**Run 1: routed metal, one colour a layer**

(2 px per um)
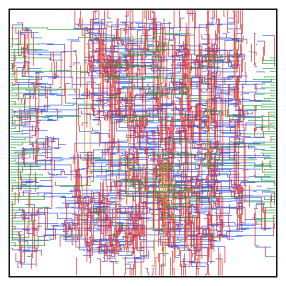
**Run 1: clock distribution**

(3 px per um)
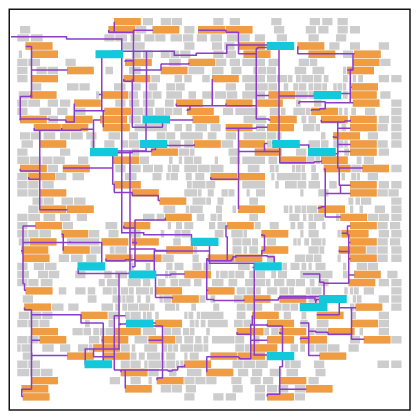
**Run 1: congestion heat map**

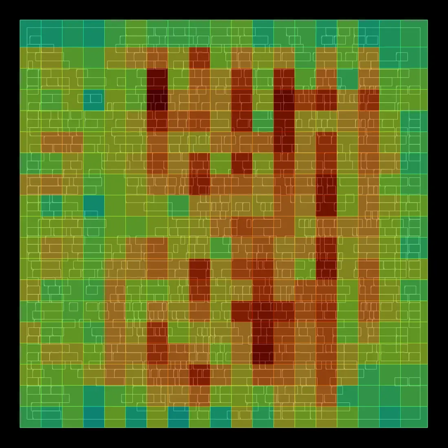
## src/rtl/dlx_dmem_bridge_pkg.sv

```systemverilog
// Shared types and constants for the DLX data-memory load/store bridge.
package dlx_mem_pkg;

  typedef enum logic [1:0] {
    BYTE = 2'b00,
    HALF = 2'b01,
    WORD = 2'b10
  } size_t;

  typedef enum logic [1:0] {
    IDLE = 2'b00,
    RD   = 2'b01,
    GAP  = 2'b10,
    WR   = 2'b11
  } bridge_state_t;

  // Size codes understood by the data memory; the bridge only ever issues word accesses.
  localparam logic [1:0] MEM_SZ_WORD = 2'b00;
  localparam logic [1:0] MEM_SZ_BYTE = 2'b01;
  localparam logic [1:0] MEM_SZ_HALF = 2'b10;

  localparam int TIMEOUT_DEFAULT = 16;

  function automatic logic is_misaligned(input logic [1:0] size, input logic [1:0] offset);
    logic bad;
    case (size)
      2'b00:   bad = 1'b0;
      2'b01:   bad = offset[0];
      2'b10:   bad = (offset != 2'b00);
      default: bad = 1'b1;
    endcase
    return bad;
  endfunction

endpackage

```

## src/rtl/dlx_dmem_bridge_if.sv

```systemverilog
// Request/response and word-memory signals between the DLX memory stage and data memory.
interface dlx_dmem_bridge_if #(
  parameter int ADDRESS_SIZE = 32,
  parameter int WORD_SIZE    = 32
);
  logic                    req_valid;
  logic                    req_ready;
  logic                    req_we;
  logic [1:0]              req_size;
  logic                    req_signed;
  logic [ADDRESS_SIZE-1:0] req_addr;
  logic [WORD_SIZE-1:0]    req_wdata;
  logic                    rsp_valid;
  logic [WORD_SIZE-1:0]    rsp_rdata;
  logic                    rsp_err;
  logic                    mem_enable;
  logic                    mem_rnw;
  logic [ADDRESS_SIZE-1:0] mem_address;
  logic [WORD_SIZE-1:0]    mem_wdata;
  logic                    mem_wdata_oe;
  logic [WORD_SIZE-1:0]    mem_rdata;
  logic                    mem_ready;

  modport master (
    output req_valid, req_we, req_size, req_signed, req_addr, req_wdata,
    input  req_ready, rsp_valid, rsp_rdata, rsp_err,
    input  mem_enable, mem_rnw, mem_address, mem_wdata, mem_wdata_oe,
    output mem_rdata, mem_ready
  );

  modport slave (
    input  req_valid, req_we, req_size, req_signed, req_addr, req_wdata,
    output req_ready, rsp_valid, rsp_rdata, rsp_err,
    output mem_enable, mem_rnw, mem_address, mem_wdata, mem_wdata_oe,
    input  mem_rdata, mem_ready
  );
endinterface

```

## src/rtl/dlx_dmem_bridge_mem_lane_align.sv

```systemverilog
// Big-endian byte/half lane extraction with extension, and lane merge for read-modify-write.
module mem_lane_align
  import dlx_mem_pkg::*;
(
  input  logic [31:0] word,
  input  logic [1:0]  offset,
  input  size_t       size,
  input  logic        sign_ext,
  input  logic [31:0] wdata,
  output logic [31:0] ld_data,
  output logic [31:0] wr_word
);

  logic [4:0]  lsb_s;
  logic [7:0]  byte_s;
  logic [15:0] half_s;

  // Offset 0 is the most significant lane, so the byte lane LSB is (3-offset)*8.
  always_comb begin
    lsb_s   = {~offset, 3'b000};
    byte_s  = word[lsb_s +: 8];
    half_s  = offset[1] ? word[15:0] : word[31:16];
    ld_data = 32'd0;
    wr_word = word;
    case (size)
      BYTE: begin
        ld_data              = {{24{sign_ext & byte_s[7]}}, byte_s};
        wr_word[lsb_s +: 8]  = wdata[7:0];
      end
      HALF: begin
        ld_data = {{16{sign_ext & half_s[15]}}, half_s};
        if (offset[1]) begin
          wr_word[15:0] = wdata[15:0];
        end else begin
          wr_word[31:16] = wdata[15:0];
        end
      end
      WORD: begin
        ld_data = word;
        wr_word = wdata;
      end
      default: begin
        ld_data = 32'd0;
        wr_word = word;
      end
    endcase
  end

endmodule

```

## src/rtl/dlx_dmem_bridge.sv

```systemverilog
// Load/store bridge: alignment checks, word-granular memory accesses, RMW for sub-word
// stores, timeout abort and a single-cycle response.
module dlx_dmem_bridge
  import dlx_mem_pkg::*;
#(
  parameter int WORD_SIZE      = 32,
  parameter int ADDRESS_SIZE   = 32,
  parameter int TIMEOUT_CYCLES = TIMEOUT_DEFAULT
) (
  input logic clk,
  input logic rst,
  dlx_dmem_bridge_if.slave bus
);

  localparam int CNT_W = $clog2(TIMEOUT_CYCLES + 1);
  localparam logic [CNT_W-1:0] CNT_LAST = CNT_W'(TIMEOUT_CYCLES - 1);

  bridge_state_t           state_r;
  logic                    we_r;
  size_t                   size_r;
  logic                    sign_r;
  logic [1:0]              off_r;
  logic [WORD_SIZE-1:0]    wdata_r;
  logic [CNT_W-1:0]        cnt_r;
  logic                    err_pend_r;
  logic                    rsp_valid_r;
  logic                    rsp_err_r;
  logic [WORD_SIZE-1:0]    rsp_rdata_r;
  logic                    mem_enable_r;
  logic                    mem_rnw_r;
  logic [ADDRESS_SIZE-1:0] mem_address_r;
  logic [WORD_SIZE-1:0]    mem_wdata_r;
  logic                    mem_wdata_oe_r;

  logic                    req_err_s;
  logic                    access_done_s;
  logic                    access_tmo_s;
  logic [WORD_SIZE-1:0]    ld_data_s;
  logic [WORD_SIZE-1:0]    wr_word_s;

  assign req_err_s     = is_misaligned(bus.req_size, bus.req_addr[1:0]);
  // DATA_READY may still be high from the previous access, so it is ignored on the first edge.
  assign access_done_s = (cnt_r != {CNT_W{1'b0}}) && bus.mem_ready;
  assign access_tmo_s  = !access_done_s && (cnt_r == CNT_LAST);

  assign bus.req_ready    = (state_r == IDLE) && rst;
  assign bus.rsp_valid    = rsp_valid_r;
  assign bus.rsp_err      = rsp_err_r;
  assign bus.rsp_rdata    = rsp_rdata_r;
  assign bus.mem_enable   = mem_enable_r;
  assign bus.mem_rnw      = mem_rnw_r;
  assign bus.mem_address  = mem_address_r;
  assign bus.mem_wdata    = mem_wdata_r;
  assign bus.mem_wdata_oe = mem_wdata_oe_r;

  mem_lane_align u_lane (
    .word     (bus.mem_rdata),
    .offset   (off_r),
    .size     (size_r),
    .sign_ext (sign_r),
    .wdata    (wdata_r),
    .ld_data  (ld_data_s),
    .wr_word  (wr_word_s)
  );

  // Bridge FSM with all memory and response outputs registered.
  always_ff @(posedge clk or negedge rst) begin
    if (!rst) begin
      state_r        <= IDLE;
      we_r           <= 1'b0;
      size_r         <= BYTE;
      sign_r         <= 1'b0;
      off_r          <= 2'b00;
      wdata_r        <= '0;
      cnt_r          <= {CNT_W{1'b0}};
      err_pend_r     <= 1'b0;
      rsp_valid_r    <= 1'b0;
      rsp_err_r      <= 1'b0;
      rsp_rdata_r    <= '0;
      mem_enable_r   <= 1'b0;
      mem_rnw_r      <= 1'b0;
      mem_address_r  <= '0;
      mem_wdata_r    <= '0;
      mem_wdata_oe_r <= 1'b0;
    end else begin
      rsp_valid_r <= err_pend_r;
      rsp_err_r   <= err_pend_r;
      rsp_rdata_r <= '0;
      err_pend_r  <= 1'b0;
      case (state_r)
        IDLE: begin
          if (bus.req_valid) begin
            we_r    <= bus.req_we;
            size_r  <= size_t'(bus.req_size);
            sign_r  <= bus.req_signed;
            off_r   <= bus.req_addr[1:0];
            wdata_r <= bus.req_wdata;
            cnt_r   <= {CNT_W{1'b0}};
            if (req_err_s) begin
              err_pend_r <= 1'b1;
            end else if (!bus.req_we || (bus.req_size != WORD)) begin
              state_r       <= RD;
              mem_enable_r  <= 1'b1;
              mem_rnw_r     <= 1'b1;
              mem_address_r <= {bus.req_addr[ADDRESS_SIZE-1:2], 2'b00};
            end else begin
              state_r        <= WR;
              mem_enable_r   <= 1'b1;
              mem_rnw_r      <= 1'b0;
              mem_wdata_oe_r <= 1'b1;
              mem_wdata_r    <= bus.req_wdata;
              mem_address_r  <= {bus.req_addr[ADDRESS_SIZE-1:2], 2'b00};
            end
          end else begin
            state_r <= IDLE;
          end
        end
        RD: begin
          if (access_done_s) begin
            mem_enable_r <= 1'b0;
            mem_rnw_r    <= 1'b0;
            if (!we_r) begin
              state_r     <= IDLE;
              rsp_valid_r <= 1'b1;
              rsp_rdata_r <= ld_data_s;
            end else begin
              state_r     <= GAP;
              mem_wdata_r <= wr_word_s;
            end
          end else if (access_tmo_s) begin
            state_r      <= IDLE;
            mem_enable_r <= 1'b0;
            mem_rnw_r    <= 1'b0;
            rsp_valid_r  <= 1'b1;
            rsp_err_r    <= 1'b1;
          end else begin
            cnt_r <= cnt_r + {{(CNT_W-1){1'b0}}, 1'b1};
          end
        end
        GAP: begin
          state_r        <= WR;
          mem_enable_r   <= 1'b1;
          mem_rnw_r      <= 1'b0;
          mem_wdata_oe_r <= 1'b1;
          cnt_r          <= {CNT_W{1'b0}};
        end
        WR: begin
          if (access_done_s || access_tmo_s) begin
            state_r        <= IDLE;
            mem_enable_r   <= 1'b0;
            mem_wdata_oe_r <= 1'b0;
            mem_wdata_r    <= '0;
            rsp_valid_r    <= 1'b1;
            rsp_err_r      <= access_tmo_s;
          end else begin
            cnt_r <= cnt_r + {{(CNT_W-1){1'b0}}, 1'b1};
          end
        end
        default: begin
          state_r        <= IDLE;
          mem_enable_r   <= 1'b0;
          mem_wdata_oe_r <= 1'b0;
        end
      endcase
    end
  end

endmodule

```

## src/flat_wrapper.sv

```systemverilog
// flat-port wrapper written by rule: the top's interface ports become plain ports
module dlx_dmem_bridge_flat import dlx_mem_pkg::*;
#(
  parameter int WORD_SIZE      = 32,
  parameter int ADDRESS_SIZE   = 32,
  parameter int TIMEOUT_CYCLES = TIMEOUT_DEFAULT
)
  (clk, rst, bus_req_valid, bus_req_we, bus_req_size, bus_req_signed, bus_req_addr, bus_req_wdata, bus_req_ready, bus_rsp_valid, bus_rsp_rdata, bus_rsp_err, bus_mem_enable, bus_mem_rnw, bus_mem_address, bus_mem_wdata, bus_mem_wdata_oe, bus_mem_rdata, bus_mem_ready);
  dlx_dmem_bridge_if #(.ADDRESS_SIZE(ADDRESS_SIZE), .WORD_SIZE(WORD_SIZE)) bus_i ();
  input logic clk;
  input logic rst;
  input wire logic [$bits(bus_i.req_valid)-1:0] bus_req_valid;
  input wire logic [$bits(bus_i.req_we)-1:0] bus_req_we;
  input wire logic [$bits(bus_i.req_size)-1:0] bus_req_size;
  input wire logic [$bits(bus_i.req_signed)-1:0] bus_req_signed;
  input wire logic [$bits(bus_i.req_addr)-1:0] bus_req_addr;
  input wire logic [$bits(bus_i.req_wdata)-1:0] bus_req_wdata;
  output wire logic [$bits(bus_i.req_ready)-1:0] bus_req_ready;
  output wire logic [$bits(bus_i.rsp_valid)-1:0] bus_rsp_valid;
  output wire logic [$bits(bus_i.rsp_rdata)-1:0] bus_rsp_rdata;
  output wire logic [$bits(bus_i.rsp_err)-1:0] bus_rsp_err;
  output wire logic [$bits(bus_i.mem_enable)-1:0] bus_mem_enable;
  output wire logic [$bits(bus_i.mem_rnw)-1:0] bus_mem_rnw;
  output wire logic [$bits(bus_i.mem_address)-1:0] bus_mem_address;
  output wire logic [$bits(bus_i.mem_wdata)-1:0] bus_mem_wdata;
  output wire logic [$bits(bus_i.mem_wdata_oe)-1:0] bus_mem_wdata_oe;
  input wire logic [$bits(bus_i.mem_rdata)-1:0] bus_mem_rdata;
  input wire logic [$bits(bus_i.mem_ready)-1:0] bus_mem_ready;
  assign bus_i.req_valid = bus_req_valid;
  assign bus_i.req_we = bus_req_we;
  assign bus_i.req_size = bus_req_size;
  assign bus_i.req_signed = bus_req_signed;
  assign bus_i.req_addr = bus_req_addr;
  assign bus_i.req_wdata = bus_req_wdata;
  assign bus_req_ready = bus_i.req_ready;
  assign bus_rsp_valid = bus_i.rsp_valid;
  assign bus_rsp_rdata = bus_i.rsp_rdata;
  assign bus_rsp_err = bus_i.rsp_err;
  assign bus_mem_enable = bus_i.mem_enable;
  assign bus_mem_rnw = bus_i.mem_rnw;
  assign bus_mem_address = bus_i.mem_address;
  assign bus_mem_wdata = bus_i.mem_wdata;
  assign bus_mem_wdata_oe = bus_i.mem_wdata_oe;
  assign bus_i.mem_rdata = bus_mem_rdata;
  assign bus_i.mem_ready = bus_mem_ready;
  dlx_dmem_bridge #(.WORD_SIZE(WORD_SIZE), .ADDRESS_SIZE(ADDRESS_SIZE), .TIMEOUT_CYCLES(TIMEOUT_CYCLES)) u_core (.clk(clk), .rst(rst), .bus(bus_i));
endmodule
```

## config.mk

```make
export PLATFORM = sky130hd
export DESIGN_NAME = dlx_dmem_bridge_flat
export DESIGN_NICKNAME = d
export VERILOG_FILES = /design/src/rtl/dlx_dmem_bridge_pkg.sv /design/src/rtl/dlx_dmem_bridge_if.sv /design/src/rtl/dlx_dmem_bridge_mem_lane_align.sv /design/src/rtl/dlx_dmem_bridge.sv /design/src/flat_wrapper.sv
export SDC_FILE = /design/constraint.sdc
export NUM_CORES = 1
export LEC_CHECK = 0
export ABC_CLOCK_PERIOD_IN_PS = 3650
export CORE_MARGIN = 2
export CORE_UTILIZATION = 45
export DETAILED_ROUTE_END_ITERATION = 8
export PLACE_DENSITY_LB_ADDON = 0.15
export SETUP_SLACK_MARGIN = 0.2
export SYNTH_ARGS = -nofsm -noshare
export SYNTH_HDL_FRONTEND = slang
export SYNTH_SLANG_ARGS = --single-unit
```

## constraint.sdc

```tcl
create_clock -name clk -period 3.65 [get_ports clk]
set_input_delay 0.365 -clock clk [delete_from_list [all_inputs] [get_ports clk]]
set_output_delay 0.365 -clock clk [all_outputs]
set_load 0.1 [all_outputs]
```

==> flow_metrics.py, run 1 <==
# Flow results
metrics = {
    "logic_synthesis": {
        "yosys.area_share.adder_pct": 2.170,
        "topCellsByArea": "sky130_fd_sc_hd__dfrtp_1 (48%), sky130_fd_sc_hd__mux2_2 (12%), sky130_fd_sc_hd__a21oi_1 (3.1%)",
        "avgSynthCellArea_sq_um": 11.73,
        "synth_largest_type_area_fraction_pct": 48.41,
        "dominant_combinational_family": "AND-OR/OR-AND gates",
        "flip_flop_cell_with_the_highest_count_after_synthesis": "sky130_fd_sc_hd__dfrtp_1",
        "yosys-stat-cells": 639,
        "synth_dominant_cell_count": "sky130_fd_sc_hd__dfrtp_1",
        "post_synth_ao_oa_area_fraction_pct": 23.12,
        "synth.cell_area_sq_um": 7495,
        "synth.cellmix.xorXnorShare_pct": 0,
        "synth.lib_cells_used.distinct": 67,
        "seq_area_frac_synth_pct": 48.41,
        "yosys_area_sq_um": 7495,
        "synthDominantAreaCellType": "sky130_fd_sc_hd__dfrtp_1",
        "ys.warnings.count": 0,
        "synth-async-reset-ratio_pct": 100.0,
        "netlist_top_cells_count": "sky130_fd_sc_hd__dfrtp_1 (145), sky130_fd_sc_hd__mux2_2 (81), sky130_fd_sc_hd__a21oi_1 (47)",
        "edf_count": 0,
        "synth.mux.area_fraction_pct": 15.81,
        "synth.cellmix.simpleShare_pct": 6.728,
        "numSynthFlops": 145,
        "netlist_instances": 639,
    },
    "finish": {
        "diodes": 0,
        "finish.net_count": 950,
        "area_growth_syn_to_layout_pct": 37.33,
        "nFillCells": 1243,
        "finalNonFillerCells": 1065,
        "drive_gt1_share_pct": 17.63,
        "final_area_sq_um": 10290,
        "layout_top_cells_excl_fill_tap": "sky130_fd_sc_hd__clkdlybuf4s50_1 (201), sky130_fd_sc_hd__dfrtp_1 (145), sky130_fd_sc_hd__mux2_2 (81)",
        "mostFrequentLayoutCell": "sky130_fd_sc_hd__clkdlybuf4s50_1",
    },
    "setup_path": {
        "worst_setup_path_category": "reg -> reg",
        "timing.rr.start": "u_core.state_r[0]",
        "timing.critical_path.to_type": "register",
        "worst_setup_path_startpoint": "u_core.state_r[0]",
        "ff2ff_setup_slack_ns": 0.96,
        "critPathRequiredTime_ns": 3.97,
        "ff2ff_path_depth": 7,
        "setup.worst_path.start_class": "register",
        "critical_path_peak_fanout": 24,
        "worst_ep_arrival_ns": 3.01,
        "worst_r2r_endpoint": "u_core.bus.mem_wdata[27]",
    },
    "timing": {
        "final.period_utilization_pct": 73.74,
        "final_max_tran_viols": 0,
        "report.final.setup_viol": 0,
        "slew-limit-headroom_pct": 32.34,
        "total_negative_setup_slacks_ns": 0,
        "max_freq_mhz": 371.5,
        "grt_setup_unrepaired": "false",
        "worst_hold_slack_ns": 0.4114,
        "hold_viol": 0,
        "min_period_ns": 2.692,
        "max_slew.worst_pin.slew_ns": 1.012,
    },
    "grt": {
        "grt_pass1_wl_um": 36180,
        "antenna_violations_before_repair": 0,
        "grt_overflow": 0,
        "grt_max_degree": 57,
        "grt_pass1_vias": 6510,
    },
    "die": {
        "fp.dieArea_sq_um": 17700,
        "rows": 47,
        "dieHeight_um": 133.1,
        "coreArea_sq_um": 16410,
        "fp_util_pct": 45.68,
        "die-width_um": 133.1,
        "pin_count": 206,
    },
    "clock_tree": {
        "cts_num_sinks": 145,
        "htree_levels": 4,
        "hold_buffers": 1,
        "cts_made_buffers": 17,
        "worst_skew_pair_later_pin_latency_ns": 0.44,
        "cts_max_path_buffers": 2,
        "cts.root.buffer_cell": "sky130_fd_sc_hd__clkbuf_16",
        "cts_setup_buffers": 0,
        "cts-resized-gates": 0,
        "cts_tree": "done",
        "clk_transition_reported_paths_ns": 0.06,
    },
    "detailed_routing": {
        "topRoutingLayerUsed": "met4",
        "detail_route.drc_violations": 0,
        "drt-initial-drc-count": 651,
        "detail-route-antenna-nets": 0,
        "drtPass1Iterations": 8,
        "dr_wl_met2_um": 10350,
        "routedLengthMet1_um": 9682,
        "met3RoutedLength_um": 2402,
        "post_drt_via_cell_ratio": 6.097,
    },
    "status": {
        "run_status": "finished clean",
    },
    "placed_design": {
        "post_dp_cell_area_sq_um": 9707,
        "dp_hpwl_um": 16660,
        "gp_congestion": 0.9650,
        "place.detailed.instances": 1033,
        "io_buffer_count": 203,
    },
    "run": {
        "tool_warnings": 35,
        "max-cap-violations": 0,
    },
    "hold_path": {
        "path_class_of_the_lowest_slack_min_delay_path": "in -> async",
    },
}
Back to the opening pictures, 'routed metal, one colour a layer':
red -> met2  # wire length 10400 um
green -> met3  # wire length 2400 um
orange -> met4  # wire length 660 um
blue -> met1  # wire length 9680 um
overall routing resource usage: 26.54%
wire length reported by the detailed router: 23100 um
average wire per standard cell: 21.69 um
routed via count: 6493

Back to the opening pictures, 'clock distribution':
orange -> flip-flops  # count 145
cyan -> cells driving clock nets  # count 17
purple -> clock wires  # length 1930 um
routed clock nets = 18
worst-case clock skew: 0.01170 ns

Back to the opening pictures, 'congestion heat map':
GR Util met1: 35.99%
busiest grt layer: met2
met3 track utilization from global routing: 7.969%
global-route track usage on met2: 39.93%

run 1: worst max-delay path by stage:
stage                                     to  slack, ns  cells past startpoint
floorplan           u_core.bus.mem_wdata[30]       1.41                      7
global placement    u_core.bus.mem_wdata[27]       0.98                      6
detailed placement  u_core.bus.mem_wdata[27]       0.90                      6
CTS                 u_core.bus.mem_wdata[27]       0.99                      7
global route        u_core.bus.mem_wdata[24]       0.81                      7
finish              u_core.bus.mem_wdata[27]       0.96                      7
run 1: state kept, by name (all words and copies together), names as in the netlist, 2 cells and up:
register and flops:
u_core.cnt_r 5, u_core.bus.mem_wdata 32, u_core.bus.rsp_rdata 32, u_core.size_r 2, u_core.wdata_r 32, u_core.bus.mem_address 30, u_core.state_r 2, u_core.off_r 2
run 1: cell type report:
class                      instances  area, sq um  area share (%)
timing repair buffer             220         2161           20.99
clock inverter                    12        142.6           1.386
sequential                       145         3628           35.25
multi-input combinational        434         3596           34.94
tap                              220        275.3           2.674
clock buffer                      19        432.9           4.206
inverter                          15        56.30          0.5470
run 1: worst max-delay path, stage by stage (launching register included):
cell	delay [ns]
sky130_fd_sc_hd__dfrtp_1	0.42
sky130_fd_sc_hd__inv_1	0.15
sky130_fd_sc_hd__ha_1	0.48
sky130_fd_sc_hd__nor3_1	0.15
sky130_fd_sc_hd__a21o_1	0.30
sky130_fd_sc_hd__nor4_4	0.20
sky130_fd_sc_hd__buf_4	0.46
sky130_fd_sc_hd__mux2_2	0.40
run 1: metrics by stage:
stage,util (%),setup slack [ns]
global placement,59.16,0.9762
global route,62.73,0.8119
finish,62.73,0.9584
detailed placement,59.16,0.9032
floorplan,-,1.413
CTS,62.73,0.9867
--- run 2 (diff from run 1) ---
ABC_CLOCK_PERIOD_IN_PS = 2600   (was 3650)
clock period = 2.6 ns   (was 3.65 ns; I/O delays follow)
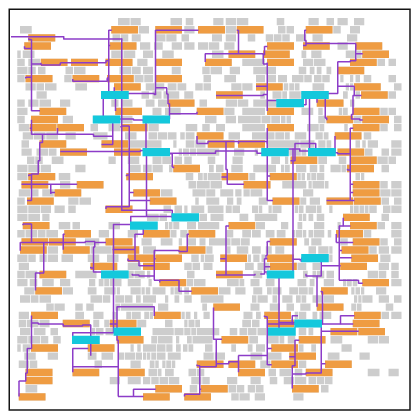
**Above:** run 2 (clock distribution).
(3 px per um)
purple -> clock wires  # length 1800 um
cyan -> cells driving clock nets  # count 17
orange -> flip-flops  # count 145
flops lie = spread over the die

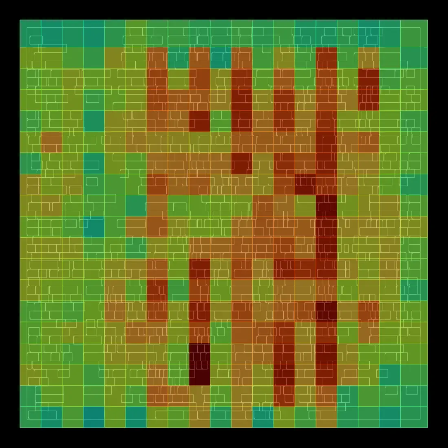
**Above:** run 2 (congestion heat map).
GR Util met1: 35.21%
met3 track utilization from global routing: 6.590%

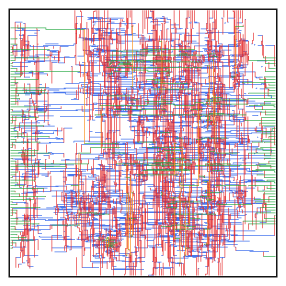
**Above:** run 2 (routed metal, one colour a layer).
(2 px per um)
blue -> met1  # wire length 9420 um
orange -> met4  # wire length 664 um
green -> met3  # wire length 2250 um
red -> met2  # wire length 10800 um

==> run 2 against run 1 <==
Effect of this change:
- synthesized area did not move
- final area down 0.50%
- global-route usage fell by 0.18 points
- worst setup slack lost 0.67 ns
- routed wire length barely moved
- register-to-register slack worse by 0.67 ns
- core utilization down 0.31 points
==> flow_metrics.py, run 2 <==
# Flow results
metrics = {
    "grt": {
        "grt_pass1_wl_um": 36280,
        "antenna_violations_before_repair": 0,
        "grt_pass1_vias": 6580,
        "global_route.peak_usage_layer": "met2",
        "grt_overflow": 0,
        "grt_max_degree": 76,
        "globalRouteMet2Util_pct": 41.59,
        "globalRouteTotalUtil_pct": 26.36,
    },
    "timing": {
        "skew_ns": 0.007180,
        "worst_hold_slack_ns": 0.2987,
        "final.period_utilization_pct": 88.91,
        "total_negative_setup_slacks_ns": 0,
        "max_slew.worst_pin.slew_ns": 0.6815,
        "min_period_ns": 2.312,
        "grt_setup_unrepaired": "false",
        "slew-limit-headroom_pct": 54.21,
        "final_max_tran_viols": 0,
        "report.final.setup_viol": 0,
        "max_freq_mhz": 432.6,
        "layout_setup_ws_ns": 0.2884,
        "hold_viol": 0,
    },
    "detailed_routing": {
        "detail-route-antenna-nets": 0,
        "detail_route.drc_violations": 0,
        "drt-initial-drc-count": 697,
        "route.detailed.wl_per_inst_um": 21.48,
        "post_drt_via_cell_ratio": 6.041,
        "route.vias.total": 6500,
        "wirelength_um": 23110,
        "drtPass1Iterations": 8,
    },
    "logic_synthesis": {
        "numSynthFlops": 145,
        "netlist_top_cells_count": "sky130_fd_sc_hd__dfrtp_1 (145), sky130_fd_sc_hd__mux2_2 (81), sky130_fd_sc_hd__a21oi_1 (47)",
        "yosys_area_sq_um": 7495,
        "netlist_instances": 639,
        "synth.cell_area_sq_um": 7495,
        "yosys-stat-cells": 639,
        "synthDominantAreaCellType": "sky130_fd_sc_hd__dfrtp_1",
        "ys.warnings.count": 0,
        "synth_dominant_cell_count": "sky130_fd_sc_hd__dfrtp_1",
        "flip_flop_cell_with_the_highest_count_after_synthesis": "sky130_fd_sc_hd__dfrtp_1",
        "topCellsByArea": "sky130_fd_sc_hd__dfrtp_1 (48%), sky130_fd_sc_hd__mux2_2 (12%), sky130_fd_sc_hd__a21oi_1 (3.1%)",
        "synth-async-reset-ratio_pct": 100.0,
        "synth_largest_type_area_fraction_pct": 48.41,
        "avgSynthCellArea_sq_um": 11.73,
        "edf_count": 0,
        "synth.lib_cells_used.distinct": 67,
        "seq_area_frac_synth_pct": 48.41,
    },
    "placed_design": {
        "dp_hpwl_um": 17080,
        "post_dp_cell_area_sq_um": 9604,
        "placement_setup_slack_ns": 0.1907,
        "io_buffer_count": 203,
        "place.detailed.instances": 1044,
        "gp_congestion": 0.9856,
    },
    "die": {
        "dieHeight_um": 133.1,
        "fp.dieArea_sq_um": 17700,
        "pin_count": 206,
        "fp_util_pct": 45.68,
        "rows": 47,
        "die-width_um": 133.1,
        "coreArea_sq_um": 16410,
    },
    "setup_path": {
        "setup.worst_path.start_class": "register",
        "worst_r2r_endpoint": "u_core.bus.mem_wdata[28]",
        "ff2ff_setup_slack_ns": 0.29,
        "worst_setup_path_category": "reg -> reg",
        "critical-path-max-stage-delay_ns": 0.41,
        "critPathRequiredTime_ns": 2.90,
        "ff2ff_path_depth": 8,
        "critical_path_buf_inv_count": 1,
        "timing.critical_path.to_type": "register",
        "worst_path_most_repeated_cell": "sky130_fd_sc_hd__ha_1",
        "category_of_cells_accounting_for_the_largest_share_of_critical_path_delay": "adder cells",
        "worst_ep_arrival_ns": 2.61,
        "crit_chain": "ha_1 -> and3_1 -> ha_1 -> nor2b_1 -> a21boi_4 -> nor4_4 -> buf_12 -> mux2_4",
        "timing.rr.start": "u_core.cnt_r[1]",
        "critical_path_peak_fanout": 10,
        "crit_path_top_delay_cell": "sky130_fd_sc_hd__dfrtp_1",
    },
    "clock_tree": {
        "cts_setup_buffers": 0,
        "cts_tree": "done",
        "clk_transition_reported_paths_ns": 0.06,
        "cts_made_buffers": 17,
        "cts.root.buffer_cell": "sky130_fd_sc_hd__clkbuf_16",
        "cts_num_sinks": 145,
        "worst_skew_pair_later_pin_latency_ns": 0.42,
        "cts_max_path_buffers": 2,
        "htree_levels": 4,
    },
    "finish": {
        "mostFrequentLayoutCell": "sky130_fd_sc_hd__dfrtp_1",
        "diodes": 0,
        "area_growth_syn_to_layout_pct": 36.64,
        "drive_gt1_share_pct": 30.61,
        "finish.net_count": 961,
        "final_area_sq_um": 10240,
        "nFillCells": 1276,
        "final_design_utilization_pct": 62.42,
        "layout_top_cells_excl_fill_tap": "sky130_fd_sc_hd__dfrtp_1 (145), sky130_fd_sc_hd__buf_4 (122), sky130_fd_sc_hd__clkdlybuf4s50_1 (102)",
        "finalNonFillerCells": 1076,
    },
    "status": {
        "run_status": "finished clean",
    },
    "run": {
        "tool_warnings": 35,
        "max-cap-violations": 0,
    },
    "hold_path": {
        "path_class_of_the_lowest_slack_min_delay_path": "in -> async",
    },
}
[run 2: cell counts after synthesis]
Identical to the previous run, type by type.
[run 2: worst max path at each step]
| stage | from | end | slack (ns) | cells after the start |
|---|---|---|---|---|
| 2_1_floorplan | u_core.off_r[0] | u_core.bus.mem_wdata[30] | 0.36 | 7 |
| 3_3_place_gp | bus_req_size[0] | u_core.bus.mem_wdata[26] | 0.27 | 6 |
| 3_5_place_dp | bus_req_size[0] | u_core.bus.mem_wdata[26] | 0.19 | 6 |
| 4_1_cts | u_core.cnt_r[0] | u_core.bus.mem_wdata[28] | 0.31 | 8 |
| 5_1_grt | u_core.cnt_r[1] | u_core.bus.mem_wdata[2] | 0.20 | 9 |
| 6_report | u_core.cnt_r[1] | u_core.bus.mem_wdata[28] | 0.29 | 8 |
[run 2: cell type report]
cell class	count	area (sq um)	share of cell area [%]
multi-input combinational	434	3608	35.24
sequential	145	3628	35.43
tap	220	275.3	2.688
clock buffer	22	484.2	4.728
inverter	15	56.30	0.5498
clock inverter	9	130.1	1.271
timing repair buffer	231	2058	20.10
[run 2: timing repair]
action,CTS,global route
gates resized,0,2
hold endpoints to repair,31,0
hold buffers,1,0
endpoints found under the setup margin,0,1
[run 2: layer usage]
metal	vias to the layer above	routed length [um]
li1	2902	-
met2	388	10780
met5	-	0
met3	53	2247
met4	0	663
met1	3157	9424
[run 2: cells by family after synthesis]
group | count (synthesis) | synth area share, %
AOI/OAI and AO/OA | 215 | 23.12
adders and majority gates | 13 | 2.170
buffers and inverters | 61 | 3.706
and+or+nand+nor | 98 | 6.728
other | 1 | 0.05004
DFF | 145 | 48.41
muxes | 106 | 15.81
